===== src/rtl/cache_port_arbiter.sv =====
// Shares one single-ported byte-addressable cache between IF and LSU.
// Optional macro ARB_RR_EN selects round-robin arbitration.
//
// Ports:
//   clk, rst                         clock, sync active-high reset
//   if_req_valid/ready, if_addr      fetch request (always LW)
//   if_rsp_valid/err, if_rdata       registered fetch response pulse
//   lsu_req_valid/ready, lsu_we,
//   lsu_addr, lsu_wdata, lsu_strobe,
//   lsu_load_type                    load/store request
//   lsu_rsp_valid/err, lsu_rdata     registered load/store response pulse
//   c_addr, c_wdata, c_strobe,
//   c_write_en, c_read_en,
//   c_load_type, c_rdata             cache port (one access cycle)
module cache_port_arbiter #(
  parameter int ADDR_WIDTH   = 10,
  parameter int DATA_WIDTH   = 32,
  parameter int STARVE_LIMIT = 4
) (
  input  logic                  clk,
  input  logic                  rst,
  input  logic                  if_req_valid,
  output logic                  if_req_ready,
  input  logic [ADDR_WIDTH-1:0] if_addr,
  output logic                  if_rsp_valid,
  output logic                  if_rsp_err,
  output logic [DATA_WIDTH-1:0] if_rdata,
  input  logic                  lsu_req_valid,
  output logic                  lsu_req_ready,
  input  logic                  lsu_we,
  input  logic [ADDR_WIDTH-1:0] lsu_addr,
  input  logic [DATA_WIDTH-1:0] lsu_wdata,
  input  logic [3:0]            lsu_strobe,
  input  logic [2:0]            lsu_load_type,
  output logic                  lsu_rsp_valid,
  output logic                  lsu_rsp_err,
  output logic [DATA_WIDTH-1:0] lsu_rdata,
  output logic [ADDR_WIDTH-1:0] c_addr,
  output logic [DATA_WIDTH-1:0] c_wdata,
  output logic [3:0]            c_strobe,
  output logic                  c_write_en,
  output logic                  c_read_en,
  output logic [2:0]            c_load_type,
  input  logic [DATA_WIDTH-1:0] c_rdata
);

  typedef enum logic [1:0] {
    IDLE,
    ACCESS,
    RESP
  } state_t;

  state_t                state;
  logic                  own_lsu;
  logic                  lat_err;
  logic                  lat_we;
  logic [ADDR_WIDTH-1:0] lat_addr;
  logic [DATA_WIDTH-1:0] lat_wdata;
  logic [3:0]            lat_strobe;
  logic [2:0]            lat_lt;

  logic idle;
  logic if_wins;
  logic gnt_if;
  logic gnt_lsu;
  logic if_err;
  logic ld_err;
  logic st_err;
  logic lsu_err;

`ifdef ARB_RR_EN
  // 1 when the LSU was granted last; IF then wins a conflict.
  logic rr_last;
  assign if_wins = rr_last;
`else
  localparam int CW = $clog2(STARVE_LIMIT + 1);
  localparam logic [CW-1:0] LIM = CW'(STARVE_LIMIT);
  logic [CW-1:0] starve_cnt;
  assign if_wins = (starve_cnt == LIM);
`endif

  assign idle    = (state == IDLE) && !rst;
  assign gnt_if  = idle && if_req_valid
                && (!lsu_req_valid || if_wins);
  assign gnt_lsu = idle && lsu_req_valid
                && (!if_req_valid || !if_wins);

  assign if_req_ready  = gnt_if;
  assign lsu_req_ready = gnt_lsu;

  assign if_err = |if_addr[1:0];

  always_comb begin
    ld_err = 1'b1;
    unique case (1'b1)
      lsu_load_type == 3'b000,
      lsu_load_type == 3'b001: ld_err = 1'b0;
      lsu_load_type == 3'b010,
      lsu_load_type == 3'b011: ld_err = lsu_addr[0];
      lsu_load_type == 3'b100: ld_err = |lsu_addr[1:0];
      default:                 ld_err = 1'b1;
    endcase
  end

  assign st_err = (lsu_strobe == 4'b0000)
               || (lsu_strobe == 4'b1111 && |lsu_addr[1:0])
               || (lsu_strobe == 4'b0011 && lsu_addr[0]);

  assign lsu_err = lsu_we ? st_err : ld_err;

  always_ff @(posedge clk) begin
    if (rst) begin
      state         <= IDLE;
      own_lsu       <= 1'b0;
      lat_err       <= 1'b0;
      lat_we        <= 1'b0;
      lat_addr      <= '0;
      lat_wdata     <= '0;
      lat_strobe    <= '0;
      lat_lt        <= '0;
      if_rsp_valid  <= 1'b0;
      if_rsp_err    <= 1'b0;
      if_rdata      <= '0;
      lsu_rsp_valid <= 1'b0;
      lsu_rsp_err   <= 1'b0;
      lsu_rdata     <= '0;
`ifdef ARB_RR_EN
      rr_last       <= 1'b0;
`else
      starve_cnt    <= '0;
`endif
    end else begin
      unique case (state)
        IDLE: begin
          if (gnt_if) begin
            own_lsu    <= 1'b0;
            lat_err    <= if_err;
            lat_we     <= 1'b0;
            lat_addr   <= if_addr;
            lat_wdata  <= '0;
            lat_strobe <= '0;
            lat_lt     <= 3'b100;
            state      <= ACCESS;
          end else if (gnt_lsu) begin
            own_lsu    <= 1'b1;
            lat_err    <= lsu_err;
            lat_we     <= lsu_we;
            lat_addr   <= lsu_addr;
            lat_wdata  <= lsu_wdata;
            lat_strobe <= lsu_strobe;
            lat_lt     <= lsu_load_type;
            state      <= ACCESS;
          end
`ifdef ARB_RR_EN
          if (gnt_if) rr_last <= 1'b0;
          else if (gnt_lsu) rr_last <= 1'b1;
`else
          if (gnt_if)
            starve_cnt <= '0;
          else if (gnt_lsu && if_req_valid
                   && starve_cnt != LIM)
            starve_cnt <= starve_cnt + 1'b1;
`endif
        end
        ACCESS: begin
          if (own_lsu) begin
            lsu_rsp_valid <= 1'b1;
            lsu_rsp_err   <= lat_err;
            lsu_rdata     <= (lat_err || lat_we)
                             ? '0 : c_rdata;
          end else begin
            if_rsp_valid <= 1'b1;
            if_rsp_err   <= lat_err;
            if_rdata     <= lat_err ? '0 : c_rdata;
          end
          state <= RESP;
        end
        RESP: begin
          if_rsp_valid  <= 1'b0;
          if_rsp_err    <= 1'b0;
          lsu_rsp_valid <= 1'b0;
          lsu_rsp_err   <= 1'b0;
          state         <= IDLE;
        end
        default: state <= IDLE;
      endcase
    end
  end

  logic acc;
  assign acc = (state == ACCESS);

  assign c_addr      = acc ? lat_addr   : '0;
  assign c_wdata     = acc ? lat_wdata  : '0;
  assign c_strobe    = acc ? lat_strobe : '0;
  assign c_load_type = acc ? lat_lt     : '0;
  assign c_write_en  = acc && lat_we  && !lat_err;
  assign c_read_en   = acc && !lat_we && !lat_err;

endmodule


===== config.mk =====
export PLATFORM = sky130hd
export DESIGN_NAME = cache_port_arbiter
export DESIGN_NICKNAME = d
export VERILOG_FILES = /design/src/rtl/cache_port_arbiter.sv
export SDC_FILE = /design/constraint.sdc
export NUM_CORES = 1
export LEC_CHECK = 0
export ABC_AREA = 1
export CAP_MARGIN = 20
export CORE_UTILIZATION = 45
export DETAILED_ROUTE_END_ITERATION = 7
export HOLD_SLACK_MARGIN = 0.1
export PLACE_DENSITY = 0.85
export SLEW_MARGIN = 10
export SYNTH_ARGS = -nofsm -noshare
export SYNTH_HDL_FRONTEND = slang
export SYNTH_SLANG_ARGS = --single-unit

===== constraint.sdc =====
create_clock -name clk -period 2.3 [get_ports clk]
set_input_delay 0.46 -clock clk [delete_from_list [all_inputs] [get_ports clk]]
set_output_delay 0.46 -clock clk [all_outputs]
set_load 0.05 [all_outputs]

==> summary.txt, run 1 <==
fresh numbers from the pnr run: status=finished, final reports clean, H-tree depth=4, Diodes inserted=0, clk ins delay skew pair=0.51 ns, part of the power in registers=38.2%, worst min path class=input pin to flop, power per cell area=716 nW/um2, Seq share, synth=50.5%, WHS Endpoint=starve_cnt[1], Crit. End Element=primary output, clk buf depth=2, cell family with most CP delay=buffers and inverters, grt peak-use layer=met2, Placed Instance Area=7670 um2, routability cong.=0.807, Hold Path Stages=4, hold_ws=0.333 ns, die width=107 um, Via-to-Cell Ratio=5.34, Top cells excl fill/tap=clkdlybuf4s50_1 (162), nand2_1 (145), dfxtp_1 (123), postcts setup bufs=0, sequential fraction of total cell area=29.1%, global routing usage on met2=51.9%, DR WL met3=1230 um, Yosys chip area=4960 um2, logic share of the area=26.1%, CTS Buf Count=17, Top Registers=if_rdata (32), lat_wdata (32), lsu_rdata (32), Port Buf Inserts=216, first-pass GRT wire length=26600 um, Comb power frac=19.2%, ClkCell Share=6.88%, worst-margin pin slew=1.13 ns, Avg Cell Area, Syn=7.37 um2, Switching Share=28.9%, GRT Residual Overflow=0, Hold Startpoint=rst, DP Wirelength=11000 um, Hold Buf Count CTS=0, setup TNS=0 ns, synth warn=0, Max Cap Viol=0, signal buffers share of area=33.0%, Synth flops=125, Clk network pwr share=42.6%, sequential cell area=2500 um2, Post-synth EDFFs=0, Main synth FF type=dfxtp_1, FF-to-FF path depth=10, Buf+Inv Stages, Crit Path=4, PnR worst setup slack=0.0572 ns, post-DR wirelength/cell=17.0 um, internal power=4380 uW, most frequent cell after synthesis=nand2_1, starting density of the core=47.2%, initial detailed-routing violation count=506, all-layer global routing usage=29.7%, VDD IR-drop max=0.567 mV, critical path arrival=1.78 ns, slowest stage delay, CP=0.34 ns, # clk buffers=20, # fillers=611, Critical Path Stages=6, clk slew on worst S/H paths=0.06 ns, FMAX=446 MHz, RR Startpoint=starve_cnt[0], Top cells by area=dfxtp_1 (50%), nand2_1 (11%), a21oi_1 (8.6%), Synth Net Count=771, CP max-delay cell=dfxtp_1, Setup crit start kind=flop, share of cells above drive strength 1=18.7%, ys cells=673, Top-area cell share=50.5%, Slew Viols, Final=0, Distinct cells, synth=26, unrepaired setup endpoints after global routing=yes, CORE AREA=10500 um2, Seq cells=125, mi-comb count=437, Total Power=6150 uW, Net Switching=1780 uW, DRC viols=0, Root Buffer=clkbuf_8, Place WS=0.180 ns, Global Route met1 Usage=33.9%, tool warnings=31
==> run 1: power groups by stage <==
stage / clock network [uW] / registers [uW] / logic (uW)
2_1_floorplan: 0 / 2530 / 449
4_1_cts: 2640 / 2340 / 1110
5_1_grt: 2750 / 2360 / 1250
6_report: 2620 / 2350 / 1180
3_5_place_dp: 0 / 2390 / 1070
3_3_place_gp: 0 / 2380 / 1050
==> run 1: logic make-up (layout without fill, tap and decap cells) <==
logic type / Yosys count / after routing / share of synthesized area [%]
xor+xnor: 1 / 1 / 0.177
compound gates: 128 / 128 / 14.5
buf+inv: 111 / 330 / 9.29
flops: 125 / 125 / 50.5
fa+ha+maj: 2 / 2 / 0.505
simple gates: 306 / 306 / 25.0
run_1/route_heat.png
Scale bar: 20 um. The die is cut into 21 by 21 equal tiles; dark blue is low, red is high, scaled to the fullest tile. Values are wire area over tile area, all layers added.
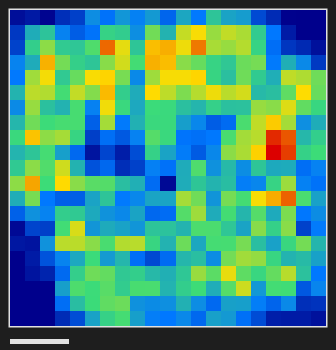
- tiles over half the peak: 35%
- mean over tiles: 0.25
- fullest tile: 0.60

run_1/m3.png
Scale bar: 20 um.
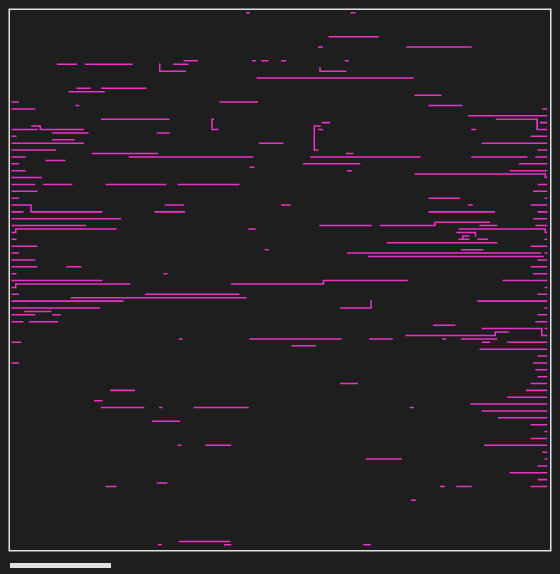
- nets with wire on the layer: 137
- wire length on this layer: 1230 um
met3 Resource Use GR: 7.36%
vias after detailed routing: 5494
Routed WL: 17500 um

run_1/m1.png
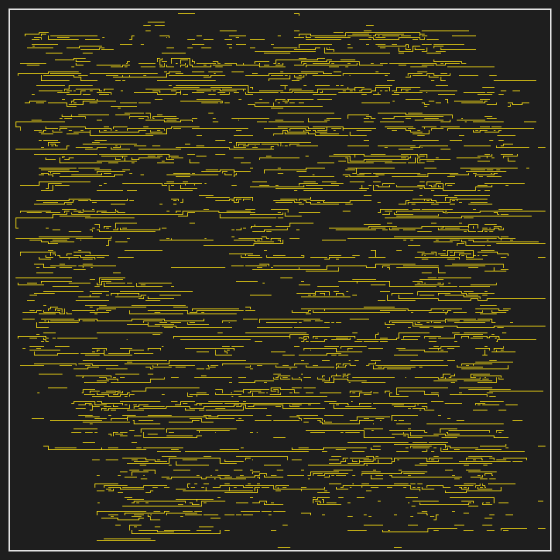
- main direction: horizontal
- nets with wire on the layer: 868
- wire length on this layer: 6460 um

run_1/class_map.png
Fill, decap, tap and diode cells in grey.
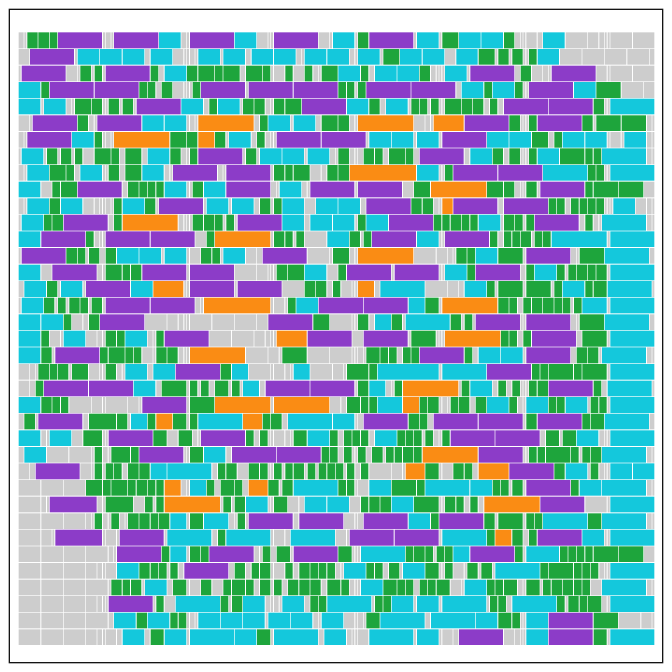
- remaining logic cells: green (cells 504)
- registers: purple (cells 125)
- clock drivers and dummy loads: orange (cells 32)
- remaining buffers and delay cells: cyan (cells 231)

==> run 2, diff against run 1 <==
- SLEW_MARGIN: 10 -> not set
run_2/class_map.png
Fill, decap, tap and diode cells in grey.
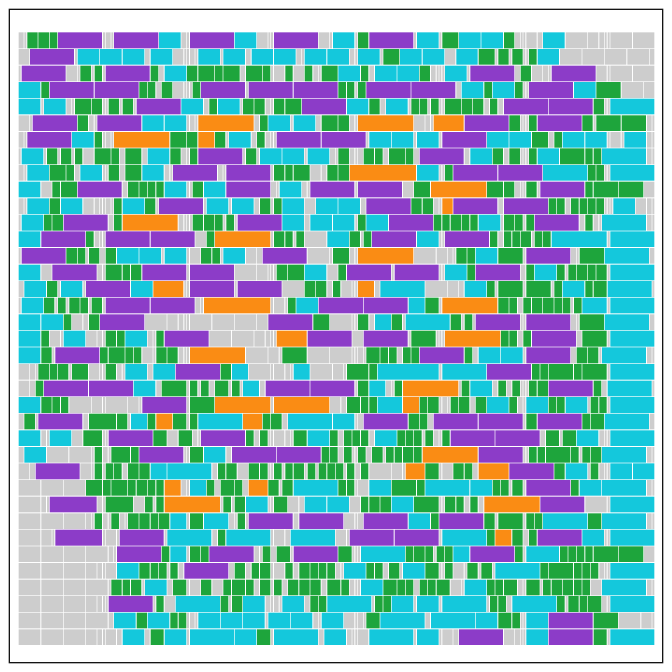
- clock drivers and dummy loads: orange (cells 32)
- registers: purple (cells 125)
- remaining buffers and delay cells: cyan (cells 231)
- remaining logic cells: green (cells 504)

run_2/m3.png
Scale bar: 20 um.
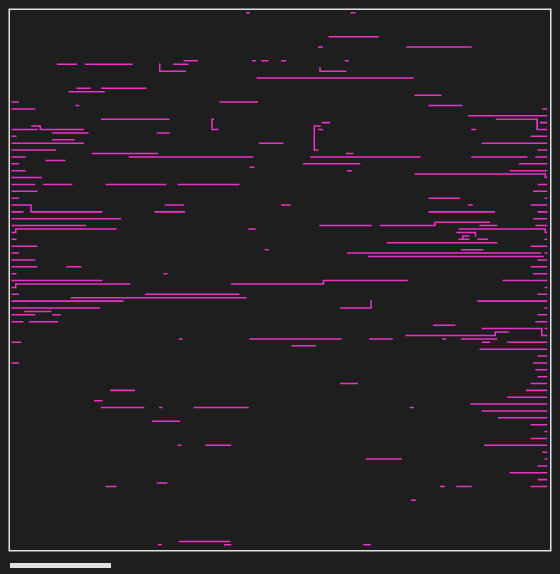
- wire length on this layer: 1230 um
- longest straight run: 38.2 um

run_2/route_heat.png
Scale bar: 20 um. The die is cut into 21 by 21 equal tiles; dark blue is low, red is high, scaled to the fullest tile. Values are wire area over tile area, all layers added.
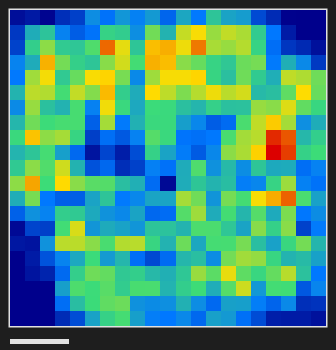
- emptiest ninth of the die: lower left
- tiles over half the peak: 35%
- fullest tile: 0.60

==> run 2 against run 1 <==
Compared with the run above: utilization did not move; largest power group unchanged; synthesized area did not move; non-clock buffer count did not move; critical path type unchanged.
==> summary.txt, run 2 <==
fresh numbers from the pnr run: Slew Viols, Final=0 (unchanged), Avg Cell Area, Syn=7.37 um2 (unchanged), H-tree depth=4 (unchanged), all-layer global routing usage=29.7% (unchanged), Switching Share=28.9% (unchanged), Comb power frac=19.2% (about the same), starting density of the core=47.2% (unchanged), Post-synth EDFFs=0 (unchanged), mux frac, synth=0% (unchanged), Diodes inserted=0 (unchanged), CP max-delay cell=dfxtp_1, grt peak-use layer=met2, Placed Instance Area=7670 um2 (unchanged), synth warn=0 (unchanged), first-pass GRT wire length=26600 um (unchanged), most frequent cell after synthesis=nand2_1, die width=107 um (unchanged), Yosys chip area=4960 um2 (unchanged), CTS Buf Count=17 (unchanged), Routed WL=17500 um (unchanged), Root Buffer=clkbuf_8, VDD IR-drop max=0.567 mV (unchanged), adder share=0.505% (unchanged), part of the power in registers=38.2% (about the same), # fillers=611 (unchanged), Clk. pwr=2620 uW (about the same), Comb power=1180 uW (about the same), Place WS=0.180 ns (unchanged), Synth Area in Compound Gates=14.5% (unchanged), power per cell area=716 nW/um2 (unchanged), internal power=4380 uW (unchanged), Seq share, synth=50.5% (unchanged), Crit. End Element=primary output, share of cells above drive strength 1=18.7% (unchanged), clk slew on worst S/H paths=0.06 ns (about the same), post-DR wirelength/cell=17.0 um (unchanged), Via-to-Cell Ratio=5.34 (unchanged), FMAX=446 MHz (unchanged), Top cells by area=dfxtp_1 (50%), nand2_1 (11%), a21oi_1 (8.6%), Synth Net Count=771 (unchanged), global routing usage on met2=51.9% (unchanged), postcts setup bufs=0 (unchanged), PnR worst setup slack=0.0572 ns (unchanged), status=finished, final reports clean, xor+xnor area frac=0.177% (unchanged), clk buf depth=2 (unchanged), sequential cell area=2500 um2 (unchanged), DRC viols=0 (unchanged), FF-to-FF path depth=10 (unchanged), Hold Startpoint=rst, simple-gate share of the synthesized area=25.0% (unchanged), Port Buf Inserts=216 (unchanged), critical path arrival=1.78 ns (about the same), Hold Path Stages=4 (unchanged), Top-area cell share=50.5% (unchanged), DP Wirelength=11000 um (unchanged), vias after detailed routing=5494 (unchanged), GRT Residual Overflow=0 (unchanged), clk ins delay skew pair=0.51 ns (about the same), Top cells excl fill/tap=clkdlybuf4s50_1 (162), nand2_1 (145), dfxtp_1 (123)
==> run 2: cell counts after synthesis <==
No cell type changed its count.
==> run 2: per-stage QoR <==
stage / power, uW / hold WS, ns
floorplan: 2980 / 0.430
global placement: 3430 / 0.444
CTS: 6080 / 0.320
finish: 6150 / 0.333
detailed placement: 3460 / 0.451
global route: 6350 / 0.348
==> run 2: area by class of cell <==
cell class / count / area share [%]
repair buffers: 231 / 33.0
flip-flops and latches: 125 / 29.1
multi-input cells: 437 / 26.1
clock buffers: 20 / 5.30
inverters: 67 / 2.95
well taps: 136 / 1.98
clock inverters: 12 / 1.59
==> run 2: critical path, delay by kind of cell, from the launching register on <==
kind | cells | cell delay, ns
simple gates | 2 | 0.38
buf+inv | 4 | 0.55
flops | 1 | 0.34
==> run 3, diff against run 2 <==
- SLEW_MARGIN: not set -> 20
run_3/clock_nets.png
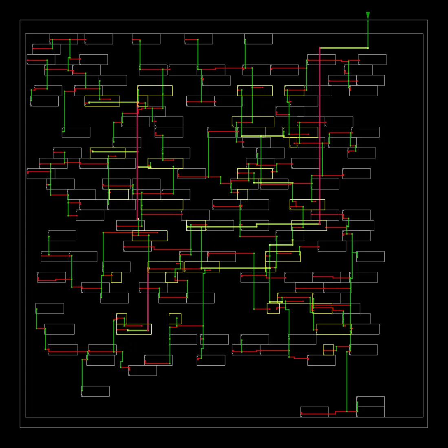
skew final: 0.00683 ns
# clk buffers: 20
Seq cells: 125
CTS sink count: 125

run_3/m1.png
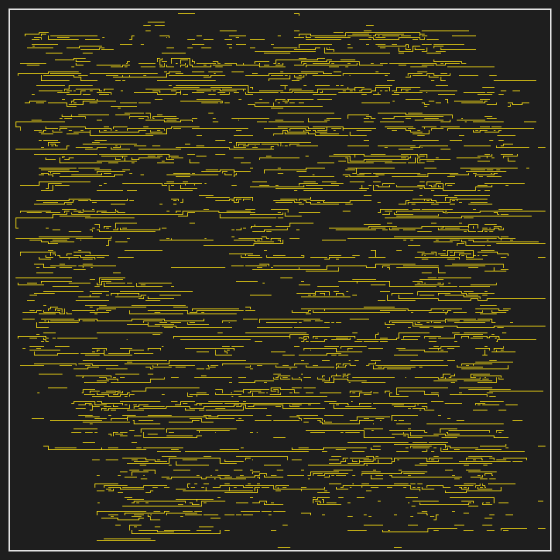
- longest straight run: 29.4 um
- wire length on this layer: 6460 um
Global Route met1 Usage: 33.9%

run_3/m3.png
Scale bar: 20 um.
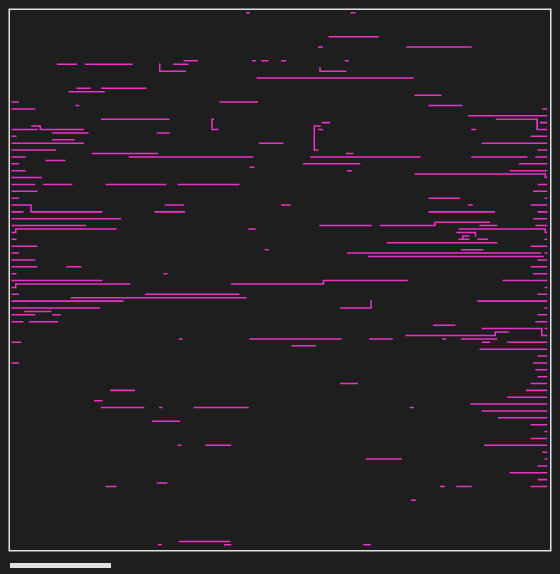
- share of all routed wire: 7.1%
- nets with wire on the layer: 137
- main direction: horizontal
- wire length on this layer: 1230 um

==> run 3 against run 2 <==
Compared with the run above: utilization unchanged; non-clock buffer count did not move; flip-flop count unchanged; sequential power about the same; synthesized cell count unchanged; total power unchanged; via count stayed put; synthesized area unchanged; sequential share of layout area is the same; worst setup slack is the same; cell area unchanged; critical path depth unchanged; largest cell class unchanged; highest routed layer unchanged.
==> summary.txt, run 3 <==
fresh numbers from the pnr run: Synth Net Count=771 (unchanged), synth warn=0 (unchanged), Distinct cells, synth=26, DRC viols=0 (unchanged), Post-Syn Instances=673, Diodes inserted=0 (unchanged), FF-to-FF path depth=10 (unchanged), most frequent cell after synthesis=nand2_1, CP max-delay cell=dfxtp_1, crit-path cells=inv_1 > nor2_4 > inv_4 > buf_6 > nor2_2 > buf_12, Reg2Reg Setup Slack=0.44 ns, post-CTS resize count=42, DP Wirelength=11000 um (unchanged), Post-Syn Area=4960 um2, max_slew headroom=24.4%, Hold Buf Count CTS=0, post-DR wirelength/cell=17.0 um (unchanged), tool warnings=31, part of the power in registers=38.2% (about the same), RR Startpoint=starve_cnt[0], met2 WL=9300 um, slowest stage delay, CP=0.34 ns, worst min path class=input pin to flop, setup TNS=0 ns, Root Buffer=clkbuf_8, H-tree depth=4 (unchanged), first-pass GRT wire length=26600 um (unchanged), Hold Startpoint=rst, num rows=37, starting density of the core=47.2% (unchanged), largest net degree at the start of global routing=110, clk ins delay skew pair=0.51 ns (about the same), combinational gate area=2240 um2, Top cells by area=dfxtp_1 (50%), nand2_1 (11%), a21oi_1 (8.6%), Port Buf Inserts=216 (unchanged), Avg Cell Area, Syn=7.37 um2 (unchanged), CTS Buf Count=17 (unchanged), Seq share, synth=50.5% (unchanged), clk buf depth=2 (unchanged), Leak=0.00310 uW, Synth async-reset ratio=0%, mux frac, synth=0% (unchanged), final hold vios=0, Clk. pwr=2620 uW (about the same), all-layer global routing usage=29.7% (unchanged), FMAX=446 MHz (unchanged), initial detailed-routing violation count=506, Post-Layout Cell Count=1028, Hold Path Stages=4 (unchanged), status=finished, final reports clean, VDD IR-drop max=0.567 mV (unchanged), sequential cell area=2500 um2 (unchanged), hold_ws=0.333 ns (unchanged), Slew Viols, Final=0 (unchanged), chip area=11400 um2, Final Util=81.8%, # fillers=611 (unchanged), Yosys chip area=4960 um2 (unchanged), GRT Residual Overflow=0 (unchanged), Switching Share=28.9% (unchanged), number of routed nets with antenna violations=0, Seq. pwr=2350 uW, grt peak-use layer=met2, unrepaired setup endpoints after global routing=yes, power per cell area=716 nW/um2 (unchanged), vias in the first global route=5322, Net Switching=1780 uW, Top-area cell share=50.5% (unchanged), num ports=217, critical path arrival=1.78 ns (about the same), top post-synthesis cells by count=nand2_1 (145), dfxtp_1 (125), nor2_1 (106), area leader, netlist=dfxtp_1, DR WL met3=1230 um, Placed Instance Area=7670 um2 (unchanged), global routing usage on met2=51.9% (unchanged), final-report setup violation count=0, Die Y=107 um, internal power=4380 uW (unchanged), Place WS=0.180 ns (unchanged), Largest logic family=simple AND/OR/NAND/NOR gates, postcts setup bufs=0 (unchanged), WHS Endpoint=starve_cnt[1], dpl cells=992, PnR worst setup slack=0.0572 ns (unchanged), worst-margin pin slew=1.13 ns, Via-to-Cell Ratio=5.34 (unchanged), final net count=977, die width=107 um (unchanged), Total Power=6150 uW (unchanged), xor+xnor area frac=0.177% (unchanged), Synth Area in Compound Gates=14.5% (unchanged), simple-gate share of the synthesized area=25.0% (unchanged), routability cong.=0.807, Comb power=1180 uW (about the same), Post-synth EDFFs=0 (unchanged), Main synth FF type=dfxtp_1, Crit Path Category=flop to primary output, fin crit period=2.24 ns, most numerous logic cell after layout=clkdlybuf4s50_1, Pre-antenna DRT Iters=5, Clk network pwr share=42.6%, initial antenna violation count=0, Synth flops=125, vias after detailed routing=5494 (unchanged), Top cells excl fill/tap=clkdlybuf4s50_1 (162), nand2_1 (145), dfxtp_1 (123), Crit. End Element=primary output, design area=8600 um2, Comb power frac=19.2% (about the same), Layout area overhead=73.4%, clk slew on worst S/H paths=0.06 ns (about the same), adder share=0.505% (unchanged), Top pwr grp=the clock network, Routed WL=17500 um (unchanged), share of cells above drive strength 1=18.7% (unchanged)
## run 3: worst max path at each step
stage	start	to	slack, ns
2_1_floorplan	state[0]	c_read_en	0.1
3_3_place_gp	lsu_req_valid	lsu_req_ready	0.27
3_5_place_dp	lsu_req_valid	lat_wdata[27]	0.18
4_1_cts	state[0]	c_addr[8]	-0.007
5_1_grt	state[0]	c_addr[9]	-0.04
6_report	state[0]	c_addr[9]	0.06
## run 3: final cells by class
cell class                 count  area share [%]
multi-input combinational    437            26.1
clock buffer                  20            5.30
timing repair buffer         231            33.0
sequential                   125            29.1
tap                          136            1.98
inverter                      67            2.95
clock inverter                12            1.59
## run 3: critical path, delay by kind of cell, from the launching register on
kind / cells / cell delay (ns)
flops: 1 / 0.34
simple gates: 2 / 0.38
buf+inv: 4 / 0.55
No activity file was given, so power comes from the tool's default toggle rates.
